==> src/rtl/lsu_pkg.sv <==
// Shared definitions for the load/store memory master: modeBU encodings, FSM states
// and size/lane helper functions.
package lsu_pkg;

    localparam logic [2:0] MODE_W  = 3'b001;
    localparam logic [2:0] MODE_H  = 3'b010;
    localparam logic [2:0] MODE_B  = 3'b011;
    localparam logic [2:0] MODE_HU = 3'b100;
    localparam logic [2:0] MODE_BU = 3'b101;

    typedef enum logic [1:0] {
        IDLE  = 2'd0,
        ISSUE = 2'd1,
        WAIT  = 2'd2,
        DONE  = 2'd3
    } state_t;

    function automatic logic [2:0] size_of(input logic [2:0] mode);
        case (mode)
            MODE_W:          return 3'd4;
            MODE_H, MODE_HU: return 3'd2;
            MODE_B, MODE_BU: return 3'd1;
            default:         return 3'd0;
        endcase
    endfunction

    function automatic logic is_legal(input logic [2:0] mode);
        return (size_of(mode) != 3'd0);
    endfunction

    // Byte-enable pattern of an n-byte access starting at lane 3 (most-significant lane).
    function automatic logic [3:0] size_mask(input logic [2:0] size);
        case (size)
            3'd4:    return 4'b1111;
            3'd2:    return 4'b1100;
            3'd1:    return 4'b1000;
            default: return 4'b0000;
        endcase
    endfunction

    function automatic logic [4:0] rjust_shift(input logic [2:0] size);
        case (size)
            3'd2:    return 5'd16;
            3'd1:    return 5'd24;
            default: return 5'd0;
        endcase
    endfunction

    function automatic logic [31:0] byte_mask(input logic [3:0] be);
        logic [31:0] m;
        m = 32'h0;
        for (int i = 0; i < 4; i++) begin
            m[8*i +: 8] = {8{be[i]}};
        end
        return m;
    endfunction

endpackage

==> src/rtl/lsu_mem_master_lane_align.sv <==
// Big-endian lane placement: splits an access into up to two word beats and
// produces per-beat byte enables and lane-placed, zero-filled write data.
module lsu_lane_align
    import lsu_pkg::*;
(
    input  logic [1:0]  offset,
    input  logic [2:0]  size,
    input  logic [31:0] wdata,
    output logic        split,
    output logic [3:0]  be0,
    output logic [3:0]  be1,
    output logic [31:0] wdata0,
    output logic [31:0] wdata1
);

    logic [31:0] wd_lj_s;
    logic [63:0] wd_win_s;
    logic [7:0]  be_win_s;

    // Left-justify the data, then slide an 8-byte window right by the offset.
    always_comb begin
        wd_lj_s  = wdata << rjust_shift(size);
        wd_win_s = {wd_lj_s, 32'h0} >> {offset, 3'b000};
        be_win_s = {size_mask(size), 4'h0} >> offset;
    end

    assign be0    = be_win_s[7:4];
    assign be1    = be_win_s[3:0];
    assign wdata0 = wd_win_s[63:32];
    assign wdata1 = wd_win_s[31:0];
    assign split  = |be_win_s[3:0];

endmodule

==> src/rtl/lsu_mem_master.sv <==
// Load/store initiator: one request at a time, issued as one or two word beats on a
// handshaked memory bus, with load reassembly and sign/zero extension.
module lsu_mem_master
    import lsu_pkg::*;
#(
    parameter int WIDTH = 32
) (
    input  logic             clk,
    input  logic             rst,
    input  logic             req_valid,
    output logic             req_ready,
    input  logic             req_we,
    input  logic [2:0]       req_mode,
    input  logic [WIDTH-1:0] req_addr,
    input  logic [WIDTH-1:0] req_wdata,
    output logic             resp_valid,
    output logic [WIDTH-1:0] resp_rdata,
    output logic             resp_err,
    output logic             mem_valid,
    input  logic             mem_ready,
    output logic             mem_we,
    output logic [WIDTH-1:0] mem_addr,
    output logic [3:0]       mem_be,
    output logic [WIDTH-1:0] mem_wdata,
    input  logic             mem_rvalid,
    input  logic [WIDTH-1:0] mem_rdata
);

    state_t      state_r, state_s;
    logic        we_r, we_s;
    logic [2:0]  mode_r, mode_s;
    logic [29:0] base_r, base_s;
    logic [1:0]  off_r, off_s;
    logic [31:0] wdata_r, wdata_s;
    logic        beat_r, beat_s;
    logic [63:0] asm_r, asm_s;

    logic        req_ready_r, req_ready_s;
    logic        resp_valid_r, resp_valid_s;
    logic [31:0] resp_rdata_r, resp_rdata_s;
    logic        resp_err_r, resp_err_s;
    logic        mem_valid_r, mem_valid_s;
    logic        mem_we_r, mem_we_s;
    logic [31:0] mem_addr_r, mem_addr_s;
    logic [3:0]  mem_be_r, mem_be_s;
    logic [31:0] mem_wdata_r, mem_wdata_s;

    logic [1:0]  al_off_s;
    logic [2:0]  al_size_s;
    logic [31:0] al_wdata_s;
    logic        split_s;
    logic [3:0]  be0_s, be1_s;
    logic [31:0] wd0_s, wd1_s;

    // Undo the lane placement and extend according to the modeBU encoding.
    function automatic logic [31:0] load_result(input logic [63:0] win, input logic [1:0] off,
                                                input logic [2:0] mode);
        logic [31:0] rj;
        rj = 32'((win << {off, 3'b000}) >> 32) >> rjust_shift(size_of(mode));
        case (mode)
            MODE_W:  return rj;
            MODE_H:  return {{16{rj[15]}}, rj[15:0]};
            MODE_B:  return {{24{rj[7]}}, rj[7:0]};
            MODE_HU: return {16'h0, rj[15:0]};
            MODE_BU: return {24'h0, rj[7:0]};
            default: return 32'h0;
        endcase
    endfunction

    // While idle the aligner sees the incoming request so beat0 can be launched on accept.
    assign al_off_s   = (state_r == IDLE) ? req_addr[1:0] : off_r;
    assign al_size_s  = (state_r == IDLE) ? size_of(req_mode) : size_of(mode_r);
    assign al_wdata_s = (state_r == IDLE) ? req_wdata : wdata_r;

    lsu_lane_align u_align (
        .offset (al_off_s),
        .size   (al_size_s),
        .wdata  (al_wdata_s),
        .split  (split_s),
        .be0    (be0_s),
        .be1    (be1_s),
        .wdata0 (wd0_s),
        .wdata1 (wd1_s)
    );

    // Next-state, next-output and load-assembly logic.
    always_comb begin
        state_s      = state_r;
        we_s         = we_r;
        mode_s       = mode_r;
        base_s       = base_r;
        off_s        = off_r;
        wdata_s      = wdata_r;
        beat_s       = beat_r;
        asm_s        = asm_r;
        req_ready_s  = req_ready_r;
        resp_valid_s = 1'b0;
        resp_err_s   = 1'b0;
        resp_rdata_s = 32'h0;
        mem_valid_s  = mem_valid_r;
        mem_we_s     = mem_we_r;
        mem_addr_s   = mem_addr_r;
        mem_be_s     = mem_be_r;
        mem_wdata_s  = mem_wdata_r;
        case (state_r)
            IDLE: begin
                if (req_valid) begin
                    req_ready_s = 1'b0;
                    we_s        = req_we;
                    mode_s      = req_mode;
                    base_s      = req_addr[31:2];
                    off_s       = req_addr[1:0];
                    wdata_s     = req_wdata;
                    beat_s      = 1'b0;
                    asm_s       = 64'h0;
                    if (is_legal(req_mode)) begin
                        state_s     = ISSUE;
                        mem_valid_s = 1'b1;
                        mem_we_s    = req_we;
                        mem_addr_s  = {req_addr[31:2], 2'b00};
                        mem_be_s    = be0_s;
                        mem_wdata_s = req_we ? wd0_s : 32'h0;
                    end else begin
                        state_s      = DONE;
                        resp_valid_s = 1'b1;
                        resp_err_s   = 1'b1;
                    end
                end else begin
                    state_s = IDLE;
                end
            end
            ISSUE: begin
                if (mem_ready) begin
                    mem_valid_s = 1'b0;
                    mem_we_s    = 1'b0;
                    mem_addr_s  = 32'h0;
                    mem_be_s    = 4'h0;
                    mem_wdata_s = 32'h0;
                    if (!we_r) begin
                        state_s = WAIT;
                    end else if (!beat_r && split_s) begin
                        state_s     = ISSUE;
                        beat_s      = 1'b1;
                        mem_valid_s = 1'b1;
                        mem_we_s    = 1'b1;
                        mem_addr_s  = {base_r + 30'd1, 2'b00};
                        mem_be_s    = be1_s;
                        mem_wdata_s = wd1_s;
                    end else begin
                        state_s      = DONE;
                        resp_valid_s = 1'b1;
                    end
                end else begin
                    state_s = ISSUE;
                end
            end
            WAIT: begin
                if (mem_rvalid) begin
                    if (beat_r) begin
                        asm_s[31:0] = mem_rdata & byte_mask(be1_s);
                    end else begin
                        asm_s[63:32] = mem_rdata & byte_mask(be0_s);
                    end
                    if (!beat_r && split_s) begin
                        state_s     = ISSUE;
                        beat_s      = 1'b1;
                        mem_valid_s = 1'b1;
                        mem_we_s    = 1'b0;
                        mem_addr_s  = {base_r + 30'd1, 2'b00};
                        mem_be_s    = be1_s;
                        mem_wdata_s = 32'h0;
                    end else begin
                        state_s      = DONE;
                        resp_valid_s = 1'b1;
                        resp_rdata_s = load_result(asm_s, off_r, mode_r);
                    end
                end else begin
                    state_s = WAIT;
                end
            end
            DONE: begin
                state_s     = IDLE;
                req_ready_s = 1'b1;
            end
            default: begin
                state_s     = IDLE;
                req_ready_s = 1'b1;
                mem_valid_s = 1'b0;
            end
        endcase
    end

    // State, request capture and registered outputs.
    always_ff @(posedge clk or posedge rst) begin
        if (rst) begin
            state_r      <= IDLE;
            we_r         <= 1'b0;
            mode_r       <= 3'b000;
            base_r       <= 30'h0;
            off_r        <= 2'b00;
            wdata_r      <= 32'h0;
            beat_r       <= 1'b0;
            asm_r        <= 64'h0;
            req_ready_r  <= 1'b1;
            resp_valid_r <= 1'b0;
            resp_rdata_r <= 32'h0;
            resp_err_r   <= 1'b0;
            mem_valid_r  <= 1'b0;
            mem_we_r     <= 1'b0;
            mem_addr_r   <= 32'h0;
            mem_be_r     <= 4'h0;
            mem_wdata_r  <= 32'h0;
        end else begin
            state_r      <= state_s;
            we_r         <= we_s;
            mode_r       <= mode_s;
            base_r       <= base_s;
            off_r        <= off_s;
            wdata_r      <= wdata_s;
            beat_r       <= beat_s;
            asm_r        <= asm_s;
            req_ready_r  <= req_ready_s;
            resp_valid_r <= resp_valid_s;
            resp_rdata_r <= resp_rdata_s;
            resp_err_r   <= resp_err_s;
            mem_valid_r  <= mem_valid_s;
            mem_we_r     <= mem_we_s;
            mem_addr_r   <= mem_addr_s;
            mem_be_r     <= mem_be_s;
            mem_wdata_r  <= mem_wdata_s;
        end
    end

    assign req_ready  = req_ready_r;
    assign resp_valid = resp_valid_r;
    assign resp_rdata = resp_rdata_r;
    assign resp_err   = resp_err_r;
    assign mem_valid  = mem_valid_r;
    assign mem_we     = mem_we_r;
    assign mem_addr   = mem_addr_r;
    assign mem_be     = mem_be_r;
    assign mem_wdata  = mem_wdata_r;

endmodule

==> config.mk <==
export PLATFORM = sky130hd
export DESIGN_NAME = lsu_mem_master
export DESIGN_NICKNAME = d
export VERILOG_FILES = /design/src/rtl/lsu_pkg.sv /design/src/rtl/lsu_mem_master_lane_align.sv /design/src/rtl/lsu_mem_master.sv
export SDC_FILE = /design/constraint.sdc
export NUM_CORES = 1
export LEC_CHECK = 0
export ABC_CLOCK_PERIOD_IN_PS = 9000
export CAP_MARGIN = 20
export CORE_ASPECT_RATIO = 1.2
export CORE_MARGIN = 4
export CORE_UTILIZATION = 35
export CTS_CLUSTER_SIZE = 16
export DETAILED_ROUTE_END_ITERATION = 12
export HOLD_SLACK_MARGIN = 0.05
export PLACE_DENSITY = 0.59
export SYNTH_ARGS = -nofsm -noshare
export SYNTH_HDL_FRONTEND = slang
export SYNTH_SLANG_ARGS = --single-unit
==> constraint.sdc <==
create_clock -name clk -period 9 [get_ports clk]
set_input_delay 1.8 -clock clk [delete_from_list [all_inputs] [get_ports clk]]
set_output_delay 1.8 -clock clk [all_outputs]
set_load 0.05 [all_outputs]
Fig. 1: run 1, wires at chosen ports, followed through buffers
Drawn at 1.5 px/micron.
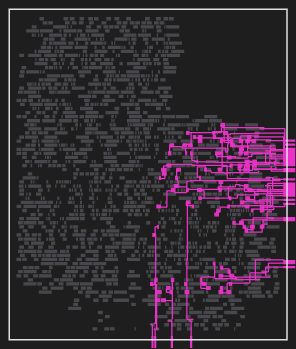
Magenta shows mem_rdata, direction input, edge 28 right, 4 bottom, end cells 100, buffers 32, wire 2,230 microns.
I/O pins: 210
number of port buffers: 207

Fig. 2: run 1, register map, names as in the netlist
Drawn at 1 px/micron. Other sequential cells in the stronger gray, the rest of the logic in the fainter gray.
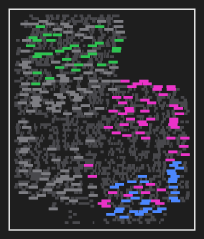
Magenta shows asm_r, flops 56. Blue shows resp_rdata, flops 32. Green shows base_r, flops 30.
Another 112 sequential cells are not colored.
Util after Layout: 44.7%
P_seq: 1.64 mW
Seq area share: 35.0%
Sequential Area: 5760 sq um

Fig. 3: run 1, metal layers overlaid
Drawn at 1.5 px/micron.
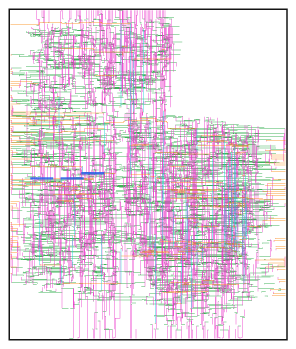
Cyan shows metal 4, wire length 1,580 microns. Blue shows metal 5, wire length 41.4 microns. Green shows metal 1, wire length 18,300 microns. Orange shows metal 3, wire length 2,420 microns. Magenta shows metal 2, wire length 21.4 mm.
gr usage total: 21.1%
Avg WL per Cell: 21.7 microns
Post-Route WL: 43,700 microns
via count: 11,700

Fig. 4: run 1, routing congestion
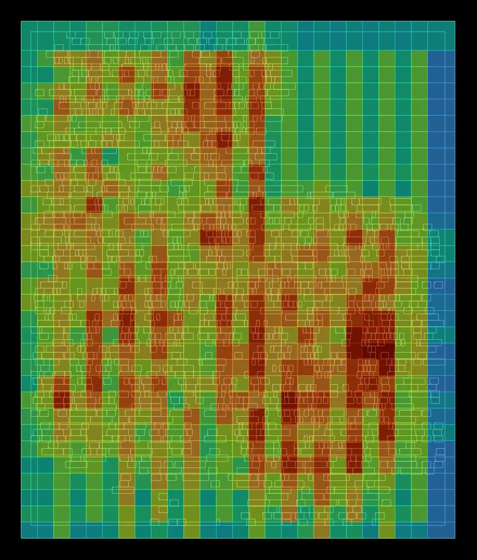
GRT met3 Usage: 3.51%
met1 usage: 27.2%
gr busiest metal: met2
met2 GRT Util: 35.8%

==> run summary, run 1 <==
impl run done, here's what came out: clk sinks 230, Synth Cell Area 13,000 sq um, Tmin final 5430 ps, Post-synth EDFFs 0, Post-DP HPWL 30,800 microns, startpoint of the worst hold path asm_r[22], die width 184 microns, Crit path max-delay family simple AND/OR/NAND/NOR gates, crit path launch req_mode[1], placed cells 1,966, pre-CTS setup slack 2990 ps, startpoint types input pin, crit path max fanout 21, fraction of cell area in non-clock buffers 13.7%, initial antenna violation count 4, # setup viols final 0, first-pass GRT wire length 67,600 microns, Peak Freq 0.184 GHz, Top cells excl fill/tap 229 x dfrtp_1, 207 x clkdlybuf4s50_1, 143 x nor2_1, hold-critical path endpoint asm_r[22], VDD IR max 305 uV, arrival time worst endpoint 5910 ps, setup TNS 0 ps, clk ins delay skew pair 550 ps, Hold Buf Count CTS 0, distinct lib cells 78, yosys warns 0, Sw Pwr 3.38 mW, CP max stage delay 860 ps, critical path data required time 9480 ps, Reg-to-Reg Start state_r[0], Power Density 420 nW/um^2, Clock Tree Buf Depth 3, final non-filler cell total 2,016, CTS root buf clkbuf_16, Resized cells post-CTS 0, Final Hold Viols 0, yosys stat cell total 1,367, ys async rst share 100%, combinational share of power 59.5%, Comb/total area 41.4%, Multi-input gate area 6810 sq um, Pre-antenna DRT Iters 6, Mean Syn Cell Area 9.53 sq um, Largest cell class multi-input combinational cells, CTS tree built, cells after synthesis 1,367, Pleak 6.67 nW, full die area 40,400 sq um, outcome completed
[run 1: logic make-up (layout without fill, tap and decap cells)]
logic type	count (synthesis)	in the layout	synth area share, %
DFF	230	230	44.2
adders and majority gates	5	5	0.480
muxes	136	136	11.3
AOI/OAI and AO/OA	433	433	23.1
and+or+nand+nor	404	404	14.7
xor gates and xnor gates	33	33	2.28
other	1	3	0.0288
buffers and inverters	125	298	3.91
[run 1: cell usage after synthesis, types with 17 or more instances]
cell      number
a211oi_1      28
a22o_1        47
xnor2_1       20
dfrtp_1      229
buf_2         20
a22oi_1       37
clkbuf_1      64
mux2_2        91
nor2_1       143
nor3_1        19
a21oi_1      132
and2_1        17
mux2i_1       45
inv_1         21
and3_1        30
nand2_1       89
nand3_1       48
o21ai_0       46
[run 1: power groups by stage]
stage,combinational [mW],sequential [mW],clock (mW)
floorplan,2.35,2.14,0
global placement,4.01,1.65,0
detailed placement,4.04,1.65,0
CTS,4.06,1.64,1.18
global route,4.41,1.69,1.22
finish,4.10,1.64,1.15
[run 1: flip-flops by register name (all words and copies together) (netlist names)]
register and flops:
asm_r 56, mem_wdata 32, resp_rdata 32, wdata_r 32, base_r 30, mem_addr 30
mem_be 4, mode_r 3, off_r 2, state_r 2, beat_r 1, mem_valid 1
mem_we 1, req_ready 1, resp_err 1, resp_valid 1, we_r 1
[run 1: per-layer routing]
layer	vias up	global-route usage (%)	part of all wire, %
met5	-	0	0.094
met4	6	7.13	3.6
met3	96	3.51	5.5
met2	394	35.8	49
met1	5753	27.2	42
li1	5409	-	-
[run 1: metrics by stage]
step | hold WS [ps] | area, sq um
6_report | 484 | 16400
5_1_grt | 509 | 16400
4_1_cts | 487 | 16400
3_5_place_dp | 472 | 15500
3_3_place_gp | 464 | 15500
2_1_floorplan | 450 | 13000
==> run 2, diff against run 1 <==
ABC_CLOCK_PERIOD_IN_PS = 5400   (was 9000)
clock period = 5.4 ns   (was 9 ns; I/O delays follow)
Fig. 5: run 2, register map, names as in the netlist
Drawn at 1 px/micron. Other sequential cells in the stronger gray, the rest of the logic in the fainter gray.
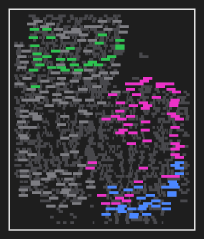
Magenta shows asm_r, flops 56. Blue shows resp_rdata, flops 32. Green shows base_r, flops 30.
Another 112 sequential cells are not colored.
Seq area share: 34.7%
Util after Layout: 45.1%
P_seq: 2.76 mW

Fig. 6: run 2, wires at chosen ports, followed through buffers
Drawn at 1.5 px/micron.
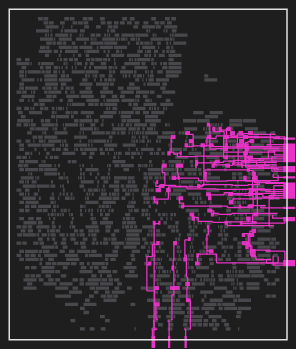
Magenta shows mem_rdata, direction input, edge 28 right, 4 bottom, end cells 100, buffers 32, wire 2,370 microns.

==> run summary, run 2 <==
impl run done, here's what came out: startpoint of the worst hold path asm_r[24], crit path launch req_mode[1], Clock Tree Buf Depth 3 (unchanged), met2 wire len 21,900 microns (+2.3%), initial antenna violation count 4 (unchanged), crit path max fanout 16 (-24%), cells after synthesis 1,367 (unchanged), ys async rst share 100% (unchanged), via count 11,700 (+0.043%), outcome completed, # setup viols final 0 (unchanged), most frequent cell after synthesis dfrtp_1, top cells by count 229 x dfrtp_1, 143 x nor2_1, 132 x a21oi_1, wl on met1 17,700 microns (-3.4%), number of port buffers 207 (unchanged), critical path data required time 5780 ps (-3700 ps), max reg flops 56 (unchanged), CTS tree built, Tmin final 4600 ps, Synth Cell Area 13,000 sq um (unchanged), top layer reached by signal wires met5, setup TNS 0 ps (unchanged), VDD IR max 450 uV (+48%), first-pass GRT wire length 67,500 microns (about the same), Power Density 702 nW/um^2 (+67%), Peak Freq 0.217 GHz, distinct lib cells 78 (unchanged), Post-synth EDFFs 0 (unchanged), Reg-to-Reg Start state_r[0], gr usage total 21.1% (+0.069 points), Post-DP HPWL 31,400 microns (+2.0%), largest register by flop count asm_r, arrival time worst endpoint 4970 ps (-940 ps), Avg WL per Cell 21.8 microns (+0.68%), Post-Route WL 44,200 microns (+1.1%), Resized cells post-CTS 0 (unchanged)
-- run 2: metrics by stage --
stage	hold WS (ps)	power, mW	cell area, sq um	std cells
2_1_floorplan	450	7.47	13000	1368
3_3_place_gp	464	9.49	15600	1972
3_5_place_dp	473	9.53	15600	1972
4_1_cts	486	11.6	16500	2021
5_1_grt	507	12.4	16600	2024
6_report	483	11.6	16600	2024
-- run 2: worst max-delay path by stage --
stage,to,slack (ps),cells after the start
4_1_cts,resp_rdata[20],840,9
5_1_grt,resp_rdata[16],610,9
6_report,resp_rdata[20],800,9
2_1_floorplan,asm_r[10],1310,1
3_5_place_dp,resp_rdata[20],250,9
3_3_place_gp,resp_rdata[20],500,9
-- run 2: worst min-delay path, cell delays in order, from the launching register on --
cell	delay, ps
dfrtp_1	340
nand2_1	50
o21ai_0	60
-- run 2: kinds of logic after synthesis --
logic type               Yosys count  share of synthesized area, %
adder cells (fa/ha/maj)            5                         0.480
AND-OR/OR-AND                    433                          23.1
multiplexers                     136                          11.3
AND/OR/NAND/NOR                  404                          14.7
flip-flops                       230                          44.2
buffers and inverters            125                          3.91
other                              1                        0.0288
XOR/XNOR                          33                          2.28
-- run 2: power by group --
| group | switching [mW] | internal, mW | total (mW) |
|---|---|---|---|
| Combinational | 4.42 | 2.41 | 6.82 |
| Clock | 0.760 | 1.29 | 2.05 |
| Sequential | 0.451 | 2.31 | 2.76 |
-- run 2: area by class of cell --
cell class	instances	area [sq um]
flip-flops and latches	230	5760
diodes	1	2.50
well taps	474	593
inverters	22	86.3
clock buffers	35	736
repair buffers	235	2330
clock inverters	14	255
fillers	3549	20200
multi-input cells	1013	6820
-- run 2: routing by layer --
layer | global-route usage, % | vias up
met5 | 0 | -
met4 | 8.14 | 6
met3 | 3.96 | 98
met2 | 36.2 | 454
met1 | 26.4 | 5701
li1 | - | 5404
==> run 3, diff against run 2 <==
CORE_ASPECT_RATIO = not set   (was 1.2)
SYNTH_HIERARCHICAL = 1   (was not set)
Fig. 7: run 3, wires at chosen ports, followed through buffers
Drawn at 2 px/micron.
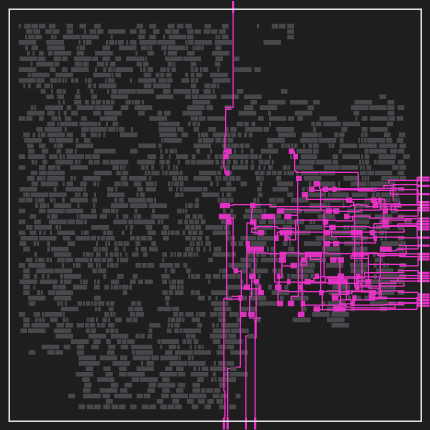
Magenta shows mem_rdata, direction input, edge 27 right, 4 bottom, 1 top, end cells 100, buffers 32, wire 2,790 microns.

Fig. 8: run 3, routing congestion
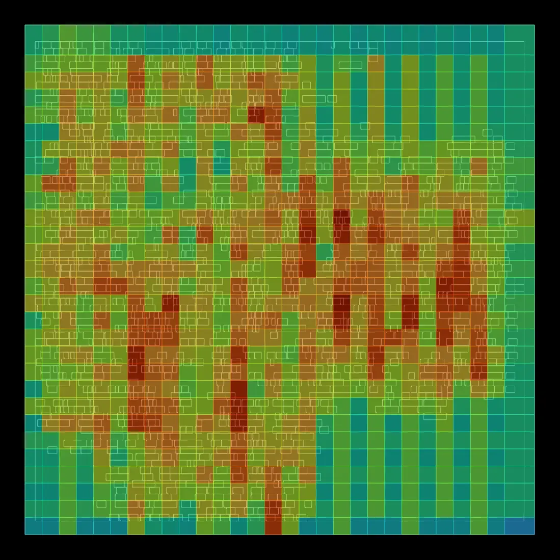
gr usage total: 20.3%
met1 usage: 27.0%
GRT met3 Usage: 4.85%
Util after Layout: 44.9%

==> run summary, run 3 <==
impl run done, here's what came out: Post-synth EDFFs 0 (unchanged), ys async rst share 100% (unchanged), cells after synthesis 1,331 (-2.6%), max reg flops 56 (unchanged), Reg-to-Reg Start mode_r[0], top cells by count 229 x dfrtp_1, 159 x nand2_1, 104 x mux2_2, outcome completed, crit path max fanout 22 (+6), XOR/XNOR Fraction of Synth Area 2.06% (-0.22 points), CTS tree built, Adder Share, Synth 0.459% (-0.021 points), Clock power frac 18.8% (+1.2 points), Tmin final 4300 ps (-302 ps), number of port buffers 207 (unchanged), final non-filler cell total 2,024 (unchanged), Resized cells post-CTS 0 (unchanged), critical path data required time 5880 ps (+100 ps), Avg WL per Cell 21.6 microns (-1.1%), first-pass GRT wire length 67,700 microns (+0.32%), Post-Route WL 43,700 microns (-1.1%)
-- run 3: cell count changes after synthesis, moves of 27 or more --
cell     before  now
a22oi_1      37   83
a21oi_1     132   24
o21ai_0      46  102
mux2i_1      45   12
mux4_2        0   27
nand2_1      89  159
nor2_1      143   50
-- run 3: logic make-up (layout without fill, tap and decap cells) --
family,Yosys count,count (layout)
compound gates,425,425
simple gates,351,351
flops,230,230
mux,143,143
buf+inv,143,315
xor+xnor,32,32
fa+ha+maj,5,5
other cells,2,12
-- run 3: power groups by stage --
stage | clock network [mW] | registers [mW] | logic (mW)
2_1_floorplan | 0 | 3.09 | 4.17
3_3_place_gp | 0 | 2.62 | 6.35
3_5_place_dp | 0 | 2.63 | 6.39
4_1_cts | 2.14 | 2.61 | 6.41
5_1_grt | 2.20 | 2.68 | 6.92
6_report | 2.09 | 2.61 | 6.43
-- run 3: layout make-up --
| type | instances | area, sq um |
|---|---|---|
| fill | 3655 | 21000 |
| multi-input combinational | 967 | 7210 |
| sequential | 230 | 5760 |
| timing repair buffer | 243 | 2350 |
| clock buffer | 36 | 792 |
| tap | 511 | 639 |
| clock inverter | 15 | 235 |
| inverter | 21 | 82.6 |
| antenna | 1 | 2.50 |
-- run 3: metrics by stage --
stage | hold slack (ps) | cell area (sq um) | setup WS, ps
finish | 472 | 17100 | 1100
global route | 512 | 17100 | 876
CTS | 478 | 17100 | 1130
detailed placement | 464 | 16000 | 565
global placement | 458 | 16000 | 679
floorplan | 442 | 13700 | 1190
-- run 3: routing by layer --
layer | track usage, % | wire length, microns | vias to the layer above
met1 | 27.0 | 18400 | 5701
met3 | 4.85 | 3430 | 73
met4 | 5.24 | 1200 | 6
met5 | 0 | 47 | -
met2 | 33.5 | 20700 | 467
li1 | - | - | 5265
No activity file was given, so power comes from the tool's default toggle rates.
